**src/rtl/pack_frame_if.sv**
```systemverilog
// Signals between the frame assembler, its trigger, the sample loader and the transmit stage.
// The master modport is the assembler's view; slave is the surrounding logic.
interface pack_frame_if;
    logic        fire_pack;
    logic        done_pack;
    logic        pack_err;
    logic        fire_load;
    logic        done_load;
    logic [7:0]  load_data;
    logic        load_vld;
    logic [11:0] len_load;
    logic [7:0]  pack_data;
    logic        pack_vld;
    logic [7:0]  frame_cnt;

    modport master (
        input  fire_pack, done_load, load_data, load_vld, len_load,
        output done_pack, pack_err, fire_load, pack_data, pack_vld, frame_cnt
    );

    modport slave (
        output fire_pack, done_load, load_data, load_vld, len_load,
        input  done_pack, pack_err, fire_load, pack_data, pack_vld, frame_cnt
    );
endinterface

```
**src/rtl/pack_frame.sv**
```systemverilog
// Frame assembler: sync/header bytes, loader payload, two's-complement checksum,
// length/timeout error flag, one byte per valid cycle with no backpressure.
module pack_frame #(
    parameter logic [7:0]  SYNC0   = 8'hEB,
    parameter logic [7:0]  SYNC1   = 8'h90,
    parameter logic [15:0] TMO_MAX = 16'hFFFF
) (
    input  logic         clk_sys,
    input  logic         rst_n,
    pack_frame_if.master bus
);
    typedef enum logic [3:0] {
        S_IDLE, S_SYNC0, S_SYNC1, S_FCNT, S_LENH,
        S_LENL, S_FIRE, S_LOAD, S_SUM, S_DONE
    } state_t;

    state_t      state, state_nxt;
    logic [11:0] len_q;
    logic [7:0]  sum_q;
    logic [15:0] byte_cnt;
    logic [15:0] tmo_cnt;
    logic [15:0] len_x9;
    logic [7:0]  frame_cnt_q;
    logic        pack_err_q;
    logic [7:0]  pack_data_q;
    logic        pack_vld_q;
    logic        emit;
    logic [7:0]  emit_byte;
    logic        start;
    logic        timeout;
    logic        add_sum;

    assign start   = (state == S_IDLE) && bus.fire_pack;
    // done_load wins over a timeout that lands on the same cycle.
    assign timeout = (state == S_LOAD) && !bus.done_load && ((tmo_cnt + 16'd1) == TMO_MAX);
    // 9 * len_q as (8 * len_q) + len_q; fits in 16 bits for any 12-bit length.
    assign len_x9  = {1'b0, len_q, 3'b000} + {4'h0, len_q};

    always_comb begin
        // NOTE: every combinational output gets a default first so no path infers a latch.
        state_nxt = state;
        case (state)
            S_IDLE:  if (bus.fire_pack) state_nxt = S_SYNC0;
            S_SYNC0: state_nxt = S_SYNC1;
            S_SYNC1: state_nxt = S_FCNT;
            S_FCNT:  state_nxt = S_LENH;
            S_LENH:  state_nxt = S_LENL;
            S_LENL:  state_nxt = (len_q != 12'd0) ? S_FIRE : S_SUM;
            S_FIRE:  state_nxt = S_LOAD;
            S_LOAD:  if (bus.done_load || timeout) state_nxt = S_SUM;
            S_SUM:   state_nxt = S_DONE;
            S_DONE:  state_nxt = S_IDLE;
            default: state_nxt = S_IDLE;
        endcase
    end

    always_comb begin
        emit      = 1'b0;
        emit_byte = 8'h00;
        case (state)
            S_SYNC0: begin emit = 1'b1; emit_byte = SYNC0;                end
            S_SYNC1: begin emit = 1'b1; emit_byte = SYNC1;                end
            S_FCNT:  begin emit = 1'b1; emit_byte = frame_cnt_q;          end
            S_LENH:  begin emit = 1'b1; emit_byte = {4'h0, len_q[11:8]};  end
            S_LENL:  begin emit = 1'b1; emit_byte = len_q[7:0];           end
            S_LOAD:  begin emit = bus.load_vld; emit_byte = bus.load_data; end
            S_SUM:   begin emit = 1'b1; emit_byte = 8'h00 - sum_q;        end
            default: ;
        endcase
    end

    // Sync bytes and the checksum itself stay out of the running sum.
    assign add_sum = emit && (state inside {S_FCNT, S_LENH, S_LENL, S_LOAD});

    // NOTE: the asynchronous reset clears every register here; there are no storage arrays to exempt.
    always_ff @(posedge clk_sys or negedge rst_n) begin
        if (!rst_n) begin
            state       <= S_IDLE;
            len_q       <= 12'd0;
            sum_q       <= 8'h00;
            byte_cnt    <= 16'd0;
            tmo_cnt     <= 16'd0;
            frame_cnt_q <= 8'h00;
            pack_err_q  <= 1'b0;
            pack_data_q <= 8'h00;
            pack_vld_q  <= 1'b0;
        end else begin
            // NOTE: non-blocking assignments so every register samples pre-edge values.
            state       <= state_nxt;
            pack_vld_q  <= emit;
            pack_data_q <= emit ? emit_byte : 8'h00;
            if (start) begin
                len_q      <= bus.len_load;
                sum_q      <= 8'h00;
                byte_cnt   <= 16'd0;
                tmo_cnt    <= 16'd0;
                pack_err_q <= 1'b0;
            end else begin
                if (add_sum) sum_q <= sum_q + emit_byte;
                if (state == S_LOAD) begin
                    tmo_cnt <= tmo_cnt + 16'd1;
                    if (bus.load_vld) byte_cnt <= byte_cnt + 16'd1;
                end
                if (timeout) pack_err_q <= 1'b1;
                if ((state == S_SUM) && (byte_cnt != len_x9)) pack_err_q <= 1'b1;
                if (state == S_DONE) frame_cnt_q <= frame_cnt_q + 8'h01;
            end
        end
    end

    assign bus.pack_data = pack_data_q;
    assign bus.pack_vld  = pack_vld_q;
    assign bus.frame_cnt = frame_cnt_q;
    assign bus.pack_err  = pack_err_q;
    assign bus.fire_load = (state == S_FIRE);
    assign bus.done_pack = (state == S_DONE);
endmodule
```
**src/flat_wrapper.sv**
```systemverilog
// flat-port wrapper written by rule: the top's interface ports become plain ports
module pack_frame_flat 
#(
    parameter logic [7:0]  SYNC0   = 8'hEB,
    parameter logic [7:0]  SYNC1   = 8'h90,
    parameter logic [15:0] TMO_MAX = 16'hFFFF
)
  (clk_sys, rst_n, bus_fire_pack, bus_done_load, bus_load_data, bus_load_vld, bus_len_load, bus_done_pack, bus_pack_err, bus_fire_load, bus_pack_data, bus_pack_vld, bus_frame_cnt);
  pack_frame_if bus_i ();
  input  logic clk_sys;
  input  logic rst_n;
  input wire logic [$bits(bus_i.fire_pack)-1:0] bus_fire_pack;
  input wire logic [$bits(bus_i.done_load)-1:0] bus_done_load;
  input wire logic [$bits(bus_i.load_data)-1:0] bus_load_data;
  input wire logic [$bits(bus_i.load_vld)-1:0] bus_load_vld;
  input wire logic [$bits(bus_i.len_load)-1:0] bus_len_load;
  output wire logic [$bits(bus_i.done_pack)-1:0] bus_done_pack;
  output wire logic [$bits(bus_i.pack_err)-1:0] bus_pack_err;
  output wire logic [$bits(bus_i.fire_load)-1:0] bus_fire_load;
  output wire logic [$bits(bus_i.pack_data)-1:0] bus_pack_data;
  output wire logic [$bits(bus_i.pack_vld)-1:0] bus_pack_vld;
  output wire logic [$bits(bus_i.frame_cnt)-1:0] bus_frame_cnt;
  assign bus_i.fire_pack = bus_fire_pack;
  assign bus_i.done_load = bus_done_load;
  assign bus_i.load_data = bus_load_data;
  assign bus_i.load_vld = bus_load_vld;
  assign bus_i.len_load = bus_len_load;
  assign bus_done_pack = bus_i.done_pack;
  assign bus_pack_err = bus_i.pack_err;
  assign bus_fire_load = bus_i.fire_load;
  assign bus_pack_data = bus_i.pack_data;
  assign bus_pack_vld = bus_i.pack_vld;
  assign bus_frame_cnt = bus_i.frame_cnt;
  pack_frame #(.SYNC0(SYNC0), .SYNC1(SYNC1), .TMO_MAX(TMO_MAX)) u_core (.clk_sys(clk_sys), .rst_n(rst_n), .bus(bus_i));
endmodule
```
**config.mk**
```make
export PLATFORM = sky130hd
export DESIGN_NAME = pack_frame_flat
export DESIGN_NICKNAME = d
export VERILOG_FILES = /design/src/rtl/pack_frame_if.sv /design/src/rtl/pack_frame.sv /design/src/flat_wrapper.sv
export SDC_FILE = /design/constraint.sdc
export NUM_CORES = 1
export LEC_CHECK = 0
export CORE_MARGIN = 3
export CORE_UTILIZATION = 59
export DETAILED_ROUTE_END_ITERATION = 12
export GPL_ROUTABILITY_DRIVEN = 0
export GPL_TIMING_DRIVEN = 0
export PLACE_DENSITY = 0.81
export SKIP_LAST_GASP = 1
export SYNTH_ARGS = -nofsm -noshare
export SYNTH_HDL_FRONTEND = slang
export SYNTH_SLANG_ARGS = --single-unit
```
**constraint.sdc**
```tcl
create_clock -name clk_sys -period 3.6 [get_ports clk_sys]
set_input_delay 0.72 -clock clk_sys [delete_from_list [all_inputs] [get_ports clk_sys]]
set_output_delay 0.72 -clock clk_sys [all_outputs]
set_load 0.02 [all_outputs]
```
Figure 1. Metal 1 (run 1).
Bar = 20 um. Cells faint in the background.
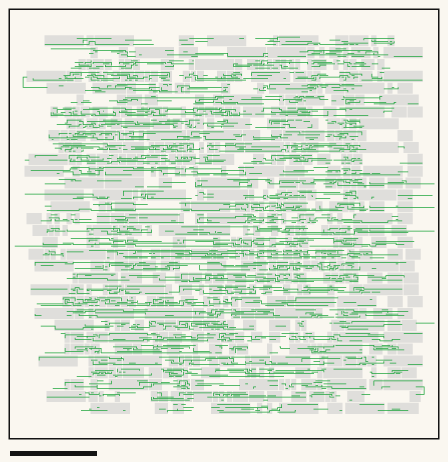
share of all routed wire: 45%
longest straight run: 27.6 um
Via Count: 4,618
drt total wl: 12.5 mm

Figure 2. Signal wires on met2 (run 1).
Bar = 20 um. Cells faint in the background.
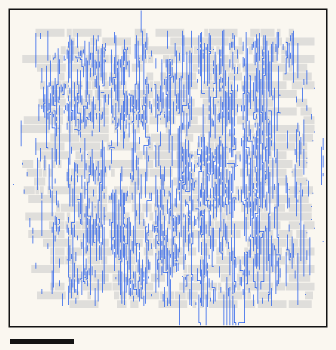
main direction: vertical
share of all routed wire: 47%
nets with wire on the layer: 571
longest straight run: 35.9 um
wire length on this layer: 5,810 um
met2 usage: 0.435

Figure 3. M3 wires (run 1).
Bar = 20 um. Cells faint in the background.
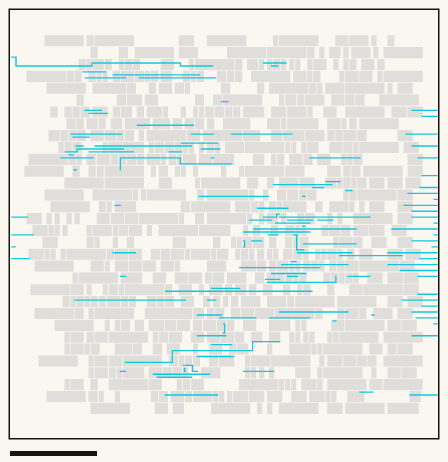
wire length on this layer: 922 um
nets with wire on the layer: 96
longest straight run: 33.6 um
main direction: horizontal
share of all routed wire: 7.4%
met3 Use GR: 0.0464

==> results.yml, run 1 <==
# yosys + openroad results
run_status:
  status: "finished, final reports clean"
finish:
  fillers: 598
  area_share_nonclk_buffers: 0.103
  clk_share: 0.0332
  comb_cells: 479
  layout.nets: 696
  num-clock-buffers: 9
  fin_area_um2: 5800
  layout.area.comb_um2: 3000
  inverters_excl_clock: 9
pwr:
  p_clk_frac: 0.146
  p_clk_uw: 651
  p_seq_frac: 0.292
  seq-power_uw: 1310
  total_power_uw: 4470
  pwr_density_cell_nw_per_um2: 771
  power.group.top: "combinational cells"
critical_path:
  cp-end-kind: "register"
  worstPathMaxFanout: 11
  startpoint_type: "register"
  path_common_cell: "a21oi_1"
  cp_num_buf_inv: 2
  crit_slowest_cell: "dfrtp_2"
drt:
  wl_met3_um: 921
  avgViaCountPerCell: 6.12
  dr.pass1.iters: 6
  post-route-drc-count: 0
  ant_nets: 0
yosys:
  edf_count: 0
  synthArstFlopShare: 1.00
  ys.flops: 74
  synthTopCellsByArea: "dfrtp_1 37%, nand2_1 7.2%, xnor2_1 5.4%"
  largest_area_cell: "dfrtp_1"
  synth_cell_types: 63
  yosys_cells: 593
die:
  core_util_floorplan: 0.629
  tapCellCount: 102
  io_pins: 45
  rows: 32
global_route:
  overflow: 0
  grt.total_usage: 0.263
  busiest_layer: "met2"
  grt_pass1_wl_mm: 20.8
  grt_start_max_net_pins: 39
flow_run:
  drv_cap: 0
clock_network:
  clk_latency_ns: 0.35
  cts.sinks: 74
  cts_max_path_buffers: 2
sta:
  drv_slew: 0
  tightest_slew_ns: 0.746
  slew_headroom: 0.499
  skew_ns: 0.0131
  min_period_ns: 3.29
[run 1: worst paths after layout]
| path | start | endpoint | slack (ns) | depth (start not counted) |
|---|---|---|---|---|
| worst max-delay path | u_core.state[2] | u_core.sum_q[7] | 0.31 | 15 |
| worst min-delay path | rst_n | u_core.bus.frame_cnt[0] | 0.32 | 1 |
| worst max register to register | u_core.state[2] | u_core.sum_q[7] | 0.31 | 15 |
| worst min register to register | u_core.bus.frame_cnt[7] | u_core.bus.frame_cnt[7] | 0.51 | 1 |
| max in group asynchronous | rst_n | u_core.bus.pack_err | 2.70 | 2 |
| min in group clk_sys | u_core.bus.frame_cnt[7] | u_core.bus.frame_cnt[7] | 0.51 | 1 |
[run 1: what timing repair did]
item	in CTS	in global routing
hold buffers	0	0
setup endpoints to repair	1	2
gates resized	0	10
[run 1: cell usage after synthesis (13+ instances only)]
library cell,instances
nand2_1,96
dfrtp_1,74
o21ai_0,52
nor2_1,50
xnor2_1,31
a21oi_1,25
xor2_1,24
clkbuf_1,23
nand3_1,22
ha_1,21
and2_1,13
[run 1: state kept, by name (all words and copies together) (netlist names)]
name,cells
u_core.bus.frame_cnt,8
u_core.bus.pack_err,1
u_core.byte_cnt,16
u_core.bus.pack_data,8
u_core.sum_q,8
u_core.state,4
u_core.len_q,12
u_core.bus.pack_vld,1
u_core.tmo_cnt,16
[run 1: logic make-up (layout without fill, tap and decap cells)]
kind of cell / count (synthesis) / in the layout / share of synthesized area
compound gates: 136 / 136 / 0.169
xor+xnor: 55 / 55 / 0.0961
fa+ha+maj: 23 / 23 / 0.0604
buf+inv: 40 / 100 / 0.0342
flops: 74 / 74 / 0.369
mux: 7 / 7 / 0.0145
simple gates: 258 / 258 / 0.257
==> run 2, diff against run 1 <==
--- a/config.mk
+++ b/config.mk
@@ -5,6 +5,7 @@
 export SDC_FILE = /design/constraint.sdc
 export NUM_CORES = 1
 export LEC_CHECK = 0
+export ABC_CLOCK_PERIOD_IN_PS = 3600
 export CORE_MARGIN = 3
 export CORE_UTILIZATION = 59
 export DETAILED_ROUTE_END_ITERATION = 12
Figure 4. Routing congestion map (run 2).
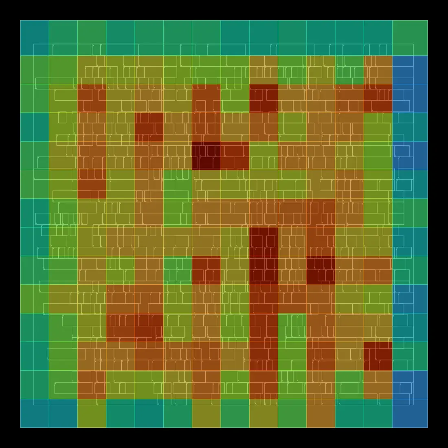
drt wl/cell: 16.5 um
fin util: 0.728
busiest layer in global routing: met2
Global Route met1 Usage: 0.365

==> results.yml, run 2 <==
# yosys + openroad results
pwr:
  peakVddDrop_mv: 0.281
  p_clk_frac: 0.146
  pwr_density_cell_nw_per_um2: 771
  p_seq_frac: 0.292
yosys:
  largest_area_cell: "dfrtp_1"
  synth_cell_types: 63
  synthArstFlopShare: 1.00
  edf_count: 0
  top_cell: "nand2_1"
  yosys_cells: 593
  synth_area_um2: 5010
  top_cells_by_count: "96 x nand2_1, 74 x dfrtp_1, 52 x o21ai_0"
  ys.flops: 74
  synthTopCellsByArea: "dfrtp_1 37%, nand2_1 7.2%, xnor2_1 5.4%"
drt:
  post-route-drc-count: 0
  avgViaCountPerCell: 6.12
  drt-total-wl_mm: 12.5
  dr.pass1.iters: 6
  ant_nets: 0
  num_vias: 4618
finish:
  inverters_excl_clock: 9
  clk_share: 0.0332
  area_share_nonclk_buffers: 0.103
  reg_top3: "u_core.byte_cnt x16, u_core.tmo_cnt x16, u_core.len_q x12"
  num-clock-buffers: 9
  layout.nets: 696
  fillers: 598
  layout.area.comb_um2: 3000
  comb_cells: 479
clock_network:
  cts_resized: 0
  clk_latency_ns: 0.35
  cts_max_path_buffers: 2
  hold_buffers: 0
flow_run:
  drv_cap: 0
critical_path:
  worstPathMaxFanout: 11
  r2r_start: "u_core.state[2]"
  path_common_cell: "a21oi_1"
  crit_slowest_cell: "dfrtp_2"
  worst_r2r_endpoint: "u_core.sum_q[7]"
  cp-startpoint: "u_core.state[2]"
  startpoint_type: "register"
  reg2reg_depth: 15
  endpoint: "u_core.sum_q[7]"
  r2r_slack_ns: 0.31
global_route:
  overflow: 0
  grt_pass1_wl_mm: 20.8
  grt.total_usage: 0.263
  grt_start_max_net_pins: 39
sta:
  setup_violations: 0
  drv_slew: 0
  slew_headroom: 0.499
  min_period_ns: 3.29
die:
  io_pins: 45
  rows: 32
  tapCellCount: 102
  core_util_floorplan: 0.629
run_status:
  status: "finished, final reports clean"
==> run 2: cell counts after synthesis <==
Identical to the previous run, type by type.
==> run 2: through the flow <==
stage | power, uW | utilization | area, um^2 | setup WS [ns] | setup TNS [ns]
floorplan | 3090 | - | 5010 | 0.579 | 0
global placement | 3670 | 0.701 | 5580 | -0.684 | -50.29
detailed placement | 3760 | 0.703 | 5600 | -0.0148 | -0.0148
CTS | 4420 | 0.726 | 5790 | 0.0275 | 0
global route | 4820 | 0.728 | 5800 | 0.0122 | 0
finish | 4470 | 0.728 | 5800 | 0.308 | 0
==> run 2: metal layers <==
metal | vias to the layer above | wire [um] | global-route usage
met2 | 202 | 5810 | 0.435
met3 | 18 | 921 | 0.0464
met5 | - | 0 | 0
met1 | 2181 | 5620 | 0.365
met4 | 0 | 136 | 0.0546
li1 | 2217 | - | -
==> run 2: logic make-up (layout without fill, tap and decap cells) <==
logic type                 after synthesis  after routing  share of synthesized area
muxes                                    7              7                     0.0145
and+or+nand+nor                        258            258                      0.257
DFF                                     74             74                      0.369
xor gates and xnor gates                55             55                     0.0961
AOI/OAI and AO/OA                      136            136                      0.169
adders and majority gates               23             23                     0.0604
buffers and inverters                   40            100                     0.0342
==> run 2: critical path: cells and delay by family, from the launching register on <==
family | cells | cell delay (ns)
mux | 1 | 0.16
flops | 1 | 0.50
simple gates | 3 | 0.25
xor+xnor | 1 | 0.22
compound gates | 7 | 1.44
buf+inv | 2 | 0.30
fa+ha+maj | 1 | 0.31
==> run 2: power groups by stage <==
stage          registers [uW]  clock network (uW)  logic [uW]
6_report                 1310                 651        2510
5_1_grt                  1330                 703        2780
4_1_cts                  1300                 658        2470
3_5_place_dp             1300                   0        2460
3_3_place_gp             1290                   0        2380
2_1_floorplan            1270                   0        1820
Power is estimated from default activity; no workload was simulated.
